`config.mk`:
```
export PLATFORM = sky130hd
export DESIGN_NAME = calendar_date_counter
export DESIGN_NICKNAME = d
export VERILOG_FILES = /design/src/rtl/calendar_date_counter_pkg.sv /design/src/rtl/calendar_date_counter_leap.sv /design/src/rtl/calendar_date_counter.sv
export SDC_FILE = /design/constraint.sdc
export NUM_CORES = 1
export LEC_CHECK = 0
export CAP_MARGIN = 20
export CORE_UTILIZATION = 50
export CTS_CLUSTER_DIAMETER = 200
export DETAILED_ROUTE_END_ITERATION = 12
export PLACE_DENSITY = 0.74
export SYNTH_ARGS = -nofsm -noshare
export SYNTH_HDL_FRONTEND = slang
export SYNTH_SLANG_ARGS = --single-unit
```
`constraint.sdc`:
```
create_clock -name clk -period 6.9 [get_ports clk]
set_input_delay 1.38 -clock clk [delete_from_list [all_inputs] [get_ports clk]]
set_output_delay 1.38 -clock clk [all_outputs]
set_load 0.05 [all_outputs]
```
`src/rtl/calendar_date_counter_pkg.sv`:
```
`default_nettype none
// ============================================================================
// Module      : calendar_date_counter_pkg
// Description : Calendar tables and helpers shared by the date counter:
//               calendar mode, FSM encoding, month lengths and cumulative
//               day offsets for the Gregorian and Symmetry010 calendars.
// Revision    : 1.0 - initial sequential date counter release
// ============================================================================
package calendar_date_counter_pkg;

    typedef enum logic [0:0] {CAL_GREG = 1'b0, CAL_SYM = 1'b1} cal_mode_t;

    typedef enum logic [0:0] {RUN = 1'b0, CHECK = 1'b1} fsm_t;

    // Common-year month lengths, January first
    localparam logic [5:0] MLEN_G [12] = '{6'd31, 6'd28, 6'd31, 6'd30, 6'd31, 6'd30,
                                           6'd31, 6'd31, 6'd30, 6'd31, 6'd30, 6'd31};
    localparam logic [5:0] MLEN_S [12] = '{6'd30, 6'd31, 6'd30, 6'd30, 6'd31, 6'd30,
                                           6'd30, 6'd31, 6'd30, 6'd30, 6'd31, 6'd30};

    // Days elapsed before the first of each month (common year)
    localparam logic [8:0] CUM_G [12] = '{9'd0,   9'd31,  9'd59,  9'd90,  9'd120, 9'd151,
                                          9'd181, 9'd212, 9'd243, 9'd273, 9'd304, 9'd334};
    localparam logic [8:0] CUM_S [12] = '{9'd0,   9'd30,  9'd61,  9'd91,  9'd121, 9'd152,
                                          9'd182, 9'd212, 9'd243, 9'd273, 9'd303, 9'd334};

    // Length of a month; December comes from the leap checker so the leap
    // week is handled in one place. Invalid months report length 0.
    function automatic logic [5:0] month_len(input cal_mode_t mode,
                                             input logic [3:0] mon,
                                             input logic       leap,
                                             input logic [5:0] dec_len);
        logic [5:0] len;
        len = 6'd0;
        if (mon >= 4'd1 && mon <= 4'd11) begin
            len = (mode == CAL_SYM) ? MLEN_S[mon - 4'd1] : MLEN_G[mon - 4'd1];
            if (mode == CAL_GREG && mon == 4'd2 && leap) begin
                len = 6'd29;
            end
        end else if (mon == 4'd12) begin
            len = dec_len;
        end
        return len;
    endfunction

    // Days before the first of the given month; invalid months give 0
    function automatic logic [8:0] cum_days(input cal_mode_t mode,
                                            input logic [3:0] mon);
        logic [8:0] cum;
        cum = 9'd0;
        if (mon >= 4'd1 && mon <= 4'd12) begin
            cum = (mode == CAL_SYM) ? CUM_S[mon - 4'd1] : CUM_G[mon - 4'd1];
        end
        return cum;
    endfunction

endpackage
`default_nettype wire

```
`src/rtl/calendar_date_counter_leap.sv`:
```
`default_nettype none
// ============================================================================
// Module      : calendar_leap_chk
// Description : Combinational leap-year check and December length for the
//               selected calendar. Symmetry010 leap week is enabled by the
//               SYM_LEAP_WEEK_EN macro; otherwise Symmetry years never leap.
// Revision    : 1.0 - initial sequential date counter release
// ============================================================================
module calendar_leap_chk #(
    parameter int CALENDAR = 0,
    parameter int YEAR_W   = 11
) (
    input  logic [YEAR_W-1:0] year,
    output logic              is_leap,
    output logic [5:0]        dec_len
);

    // Wide enough to hold 52*y+146 without overflow
    localparam int c_EW = YEAR_W + 7;

    logic [c_EW-1:0] w_year_ext;
    assign w_year_ext = {7'd0, year};

    generate
        if (CALENDAR == 0) begin : g_greg
            localparam logic [c_EW-1:0] c_D100 = c_EW'(100);
            localparam logic [c_EW-1:0] c_D400 = c_EW'(400);
            logic [c_EW-1:0] w_rem100;
            logic [c_EW-1:0] w_rem400;
            assign w_rem100 = w_year_ext % c_D100;
            assign w_rem400 = w_year_ext % c_D400;
            assign is_leap  = ((year[1:0] == 2'b00) && (w_rem100 != '0)) || (w_rem400 == '0);
            assign dec_len  = 6'd31;
        end else if (CALENDAR == 1) begin : g_sym
`ifdef SYM_LEAP_WEEK_EN
            localparam logic [c_EW-1:0] c_K52  = c_EW'(52);
            localparam logic [c_EW-1:0] c_K146 = c_EW'(146);
            localparam logic [c_EW-1:0] c_K293 = c_EW'(293);
            logic [c_EW-1:0] w_term;
            assign w_term  = (w_year_ext * c_K52 + c_K146) % c_K293;
            assign is_leap = (w_term < c_K52);
            assign dec_len = is_leap ? 6'd37 : 6'd30;
`else
            logic w_unused_year;
            assign w_unused_year = ^w_year_ext;
            assign is_leap = 1'b0;
            assign dec_len = 6'd30;
`endif
        end else begin : g_bad_cal
            $error("calendar_leap_chk: CALENDAR must be 0 or 1");
            logic w_unused_year;
            assign w_unused_year = ^w_year_ext;
            assign is_leap = 1'b0;
            assign dec_len = 6'd0;
        end
    endgenerate

endmodule
`default_nettype wire

```
`src/rtl/calendar_date_counter.sv`:
```
`default_nettype none
// ============================================================================
// Module      : calendar_date_counter
// Description : Holds the current date and day-of-year, advances one day per
//               tick and accepts validated date loads through a two-state
//               RUN/CHECK handshake. Optional macro SYM_LEAP_WEEK_EN enables
//               the Symmetry010 leap week (CALENDAR=1 only).
// Revision    : 1.0 - initial sequential date counter release
// ============================================================================
module calendar_date_counter
    import calendar_date_counter_pkg::*;
#(
    parameter int CALENDAR   = 0,
    parameter int YEAR_W     = 11,
    parameter int RESET_YEAR = 2018
) (
    input  logic              clk,
    input  logic              reset_n,
    input  logic              tick,
    input  logic              load_valid,
    output logic              load_ready,
    input  logic [5:0]        load_day,
    input  logic [3:0]        load_month,
    input  logic [YEAR_W-1:0] load_year,
    output logic [5:0]        dayOfMonth,
    output logic [3:0]        month,
    output logic [YEAR_W-1:0] year,
    output logic [8:0]        dayOfYear,
    output logic              year_wrap,
    output logic              load_err,
    output logic              tick_drop
);

    localparam cal_mode_t         c_MODE     = (CALENDAR == 1) ? CAL_SYM : CAL_GREG;
    localparam logic [0:0]        c_ST_RUN   = RUN;
    localparam logic [0:0]        c_ST_CHECK = CHECK;
    localparam logic [YEAR_W-1:0] c_YEAR_ONE = YEAR_W'(1);

    generate
        if (RESET_YEAR < 0 || RESET_YEAR >= (1 << YEAR_W)) begin : g_bad_reset_year
            $error("calendar_date_counter: RESET_YEAR does not fit in YEAR_W bits");
        end
    endgenerate

    logic [0:0]        r_state;
    logic [5:0]        r_day;
    logic [3:0]        r_month;
    logic [YEAR_W-1:0] r_year;
    logic [8:0]        r_doy;
    logic [5:0]        r_hold_day;
    logic [3:0]        r_hold_month;
    logic [YEAR_W-1:0] r_hold_year;
    logic              r_year_wrap;
    logic              r_load_err;
    logic              r_tick_drop;

    logic              w_cur_leap;
    logic [5:0]        w_cur_dec_len;
    logic              w_hold_leap;
    logic [5:0]        w_hold_dec_len;
    logic [5:0]        w_cur_len;
    logic [5:0]        w_hold_len;
    logic              w_hold_ok;
    logic              w_hold_leap_adj;
    logic [8:0]        w_hold_doy;
    logic              w_load_fire;

    calendar_leap_chk #(.CALENDAR(CALENDAR), .YEAR_W(YEAR_W)) u_leap_cur (
        .year    (r_year),
        .is_leap (w_cur_leap),
        .dec_len (w_cur_dec_len)
    );

    calendar_leap_chk #(.CALENDAR(CALENDAR), .YEAR_W(YEAR_W)) u_leap_hold (
        .year    (r_hold_year),
        .is_leap (w_hold_leap),
        .dec_len (w_hold_dec_len)
    );

    assign w_cur_len       = month_len(c_MODE, r_month, w_cur_leap, w_cur_dec_len);
    assign w_hold_len      = month_len(c_MODE, r_hold_month, w_hold_leap, w_hold_dec_len);
    assign w_hold_ok       = (r_hold_month >= 4'd1) && (r_hold_month <= 4'd12) &&
                             (r_hold_day != 6'd0) && (r_hold_day <= w_hold_len);
    // Gregorian leap day shifts every date after February by one
    assign w_hold_leap_adj = (c_MODE == CAL_GREG) && w_hold_leap && (r_hold_month > 4'd2);
    assign w_hold_doy      = cum_days(c_MODE, r_hold_month) + {3'd0, r_hold_day} +
                             {8'd0, w_hold_leap_adj};
    assign load_ready      = (r_state == c_ST_RUN);
    assign w_load_fire     = load_valid && load_ready;

    assign dayOfMonth = r_day;
    assign month      = r_month;
    assign year       = r_year;
    assign dayOfYear  = r_doy;
    assign year_wrap  = r_year_wrap;
    assign load_err   = r_load_err;
    assign tick_drop  = r_tick_drop;

    // Date advance, load capture/validation and status pulses
    always_ff @(posedge clk) begin
        if (!reset_n) begin
            r_state      <= c_ST_RUN;
            r_day        <= 6'd1;
            r_month      <= 4'd1;
            r_year       <= YEAR_W'(RESET_YEAR);
            r_doy        <= 9'd1;
            r_hold_day   <= 6'd0;
            r_hold_month <= 4'd0;
            r_hold_year  <= '0;
            r_year_wrap  <= 1'b0;
            r_load_err   <= 1'b0;
            r_tick_drop  <= 1'b0;
        end else begin
            r_year_wrap <= 1'b0;
            r_load_err  <= 1'b0;
            r_tick_drop <= 1'b0;
            if (r_state == c_ST_RUN) begin
                // A tick in the handshake cycle still advances the old date;
                // the validated load overwrites it one cycle later.
                if (tick) begin
                    if (r_day < w_cur_len) begin
                        r_day <= r_day + 6'd1;
                        r_doy <= r_doy + 9'd1;
                    end else if (r_month != 4'd12) begin
                        r_day   <= 6'd1;
                        r_month <= r_month + 4'd1;
                        r_doy   <= r_doy + 9'd1;
                    end else begin
                        r_day       <= 6'd1;
                        r_month     <= 4'd1;
                        r_doy       <= 9'd1;
                        r_year      <= r_year + c_YEAR_ONE;
                        r_year_wrap <= &r_year;
                    end
                end
                if (w_load_fire) begin
                    r_hold_day   <= load_day;
                    r_hold_month <= load_month;
                    r_hold_year  <= load_year;
                    r_state      <= c_ST_CHECK;
                end
            end else begin
                if (tick) begin
                    r_tick_drop <= 1'b1;
                end
                if (w_hold_ok) begin
                    r_day   <= r_hold_day;
                    r_month <= r_hold_month;
                    r_year  <= r_hold_year;
                    r_doy   <= w_hold_doy;
                end else begin
                    r_load_err <= 1'b1;
                end
                r_state <= c_ST_RUN;
            end
        end
    end

endmodule
`default_nettype wire

```
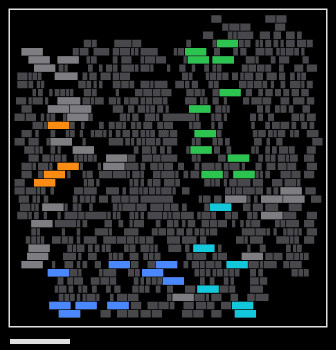
**Above:** run 1 (sequential cells grouped by signal name).
Bar = 20 um. Other sequential cells in the stronger grey, the rest of the logic in the fainter grey.
colour	netlist name	placed flops
green	year	11
cyan	dayOfMonth	6
blue	dayOfYear	9
orange	r_hold_month	4

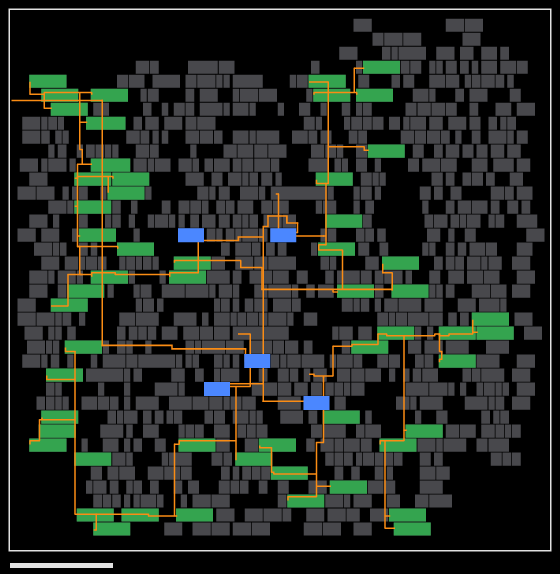
**Above:** run 1 (routed clock nets over the placement).
Bar = 20 um.
[blue] clock-net drivers | count: 5
[orange] clock wires | length: 749 um
[green] flip-flops | count: 55
flops lie	all over the die
routed clock nets	6

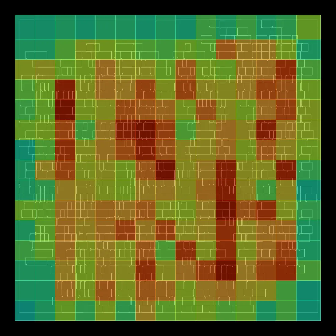
**Above:** run 1 (congestion heat map).
DR WL/cell: 16.0 um
met2 capacity usage during global routing: 43.9%
GRT busiest layer: met2

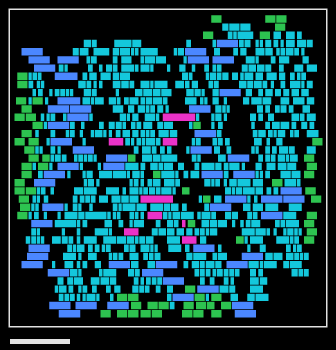
**Above:** run 1 (cells coloured by class).
Bar = 20 um.
colour	class	cells	share of their area
magenta	clock drivers and dummy loads	8	2.3%
green	remaining buffers and delay cells	67	11%
blue	registers	55	19%
cyan	remaining logic cells	645	68%

==> COMMIT_EDITMSG, run 1 <==
Add synthesis and place-and-route results

* Multi-input gate share of total cell area: 64.2%
- Excluding fillers, the count of instances in the completed layout stands at 911.
* Area fraction in mux cells: 2.57%
- Power dissipated in sequential cells: 0.367 mW
- Post-detailed-placement cell area: 0.00589 sq mm
- Pre-Repair DR Iteration Count: 5
* Final Worst Setup Slack: 0.466 ns
* Combinational Power Share: 34.2%
- Startpoint of the worst-slack reg-to-reg timing path: r_hold_year[8]
- Fraction of final layout cells sized beyond drive strength 1: 5.42%
- After detailed routing, the wire length on met1 is 6.74 mm.
- Counting flops with a built-in enable in the synthesized netlist gives 0.
* Wire length of the first global-routing pass: 24.8 mm
- Overall track demand over capacity in global routing: 26.7%
- The die is 105 um tall.
- Std-Cell Rows: 37
- Setup slack on the worst path after placement came out at 0.571 ns.
* Run status: complete, no violations
- Per STA, the startpoint of the critical path is r_hold_year[8].
- Per report_power, the sequential group accounts for 38.6% of the total.
- With fillers left out, the area of the finished cells amounts to 0.00604 sq mm.
- The registers of the reported paths see a clock transition of 0.11 ns.
- Per the detail_route report, the via count comes to 5762.
* Area of the core region: 0.0103 sq mm
* Power consumed by combinational cells: 0.325 mW
- The H-tree was split into 2 levels.
* Most common flop cell mapped by yosys: sky130_fd_sc_hd__dfxtp_1
- The routed design uses 6.72 mm of met2 wire.
- By area, the combinational part of the netlist is dominated by AND-OR/OR-AND gates.
- Clock Sinks: 55
- Hold buffers post-CTS: 0
- Number of warnings in the stage logs: 36
- Worst Hold Margin: 0.470 ns
- By area the synthesized netlist is led by sky130_fd_sc_hd__dfxtp_1 21%, sky130_fd_sc_hd__nand2_1 7.2%, sky130_fd_sc_hd__a21oi_1 7.0%.
## Run 2: what changed since run 1
Settings changed: ABC_AREA set to 0, CTS_BUF_LIST set to sky130_fd_sc_hd__clkbuf_8 sky130_fd_sc_hd__clkbuf_16.
Clock period 6.9 ns to 8.1 ns, I/O delays scaled along.
==> COMMIT_EDITMSG, run 2 <==
Add synthesis and place-and-route results

- Run status: complete, no violations (unchanged).
- The startpoint of the worst setup timing path is r_hold_year[9] (was r_hold_year[8]).
- The height of the die came to 105 um (unchanged).
* Wire length of the first global-routing pass: 24.8 mm (about the same)
* Met2 capacity usage during global routing: 44.5% (was 43.9%)
* Clock Sinks: 55 (unchanged)
- Number of warnings in the stage logs: 36 (unchanged)
* Routed metal-1 wire length: 6.84 mm (was 6.74 mm)
- Area of the core region: 0.0103 sq mm (unchanged)
* Overall track demand over capacity in global routing: 26.8% (was 26.7%)
* Cell types with the largest area share after synthesis: sky130_fd_sc_hd__dfxtp_1 21%, sky130_fd_sc_hd__nand2_1 7.2%, sky130_fd_sc_hd__a21oi_1 7.0% (unchanged)
- The total length of routed wires came to 14.9 mm (was 14.6 mm).
* Met2 wire len: 6.83 mm (was 6.72 mm)
- The start of the worst register-to-register path was r_hold_year[9] (was r_hold_year[8]).
- The routing layer with the top usage in global route is met2 (unchanged).
* DR vias: 5777 (was 5762)
- Power dissipated in sequential cells: 0.313 mW (was 0.367 mW)
- The worst slack after detailed placement is 1.28 ns (was 0.571 ns).
- The dominant kind of combinational cell is AND-OR/OR-AND gates (unchanged).
* Multi-input gate share of total cell area: 64.3% (was 64.2%)
* CTS HTree Levels: 2 (unchanged)
- The final hold slack is 0.470 ns (about the same).
* Area fraction in mux cells: 2.57% (unchanged)
- The most used flip-flop cell after synthesis is sky130_fd_sc_hd__dfxtp_1 (unchanged).
- The fraction of area in non-clock buffers was 10.7% (about the same).
* Post-detailed-placement cell area: 0.00586 sq mm (was 0.00589 sq mm)
- The number of hold-repair buffers added at the cts stage was 0 (unchanged).
- Fraction of final layout cells sized beyond drive strength 1: 4.79% (was 5.42%)
- The average wire length per cell after detail routing came to 16.4 um (was 16.0 um).
- The number of cells in the finished layout apart from fillers was 908 (was 911).
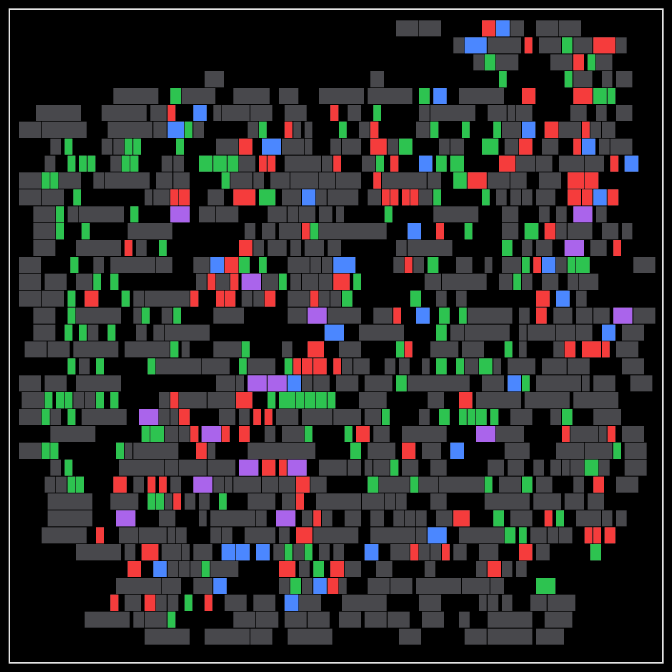
**Above:** run 2 (gate-type map).
colour	family	cells
red	nor cells	109
green	nand cells	144
purple	xor and xnor cells	16
blue	and/or cells	32

Power figures rest on the tool's default switching activity, not on a simulated workload.
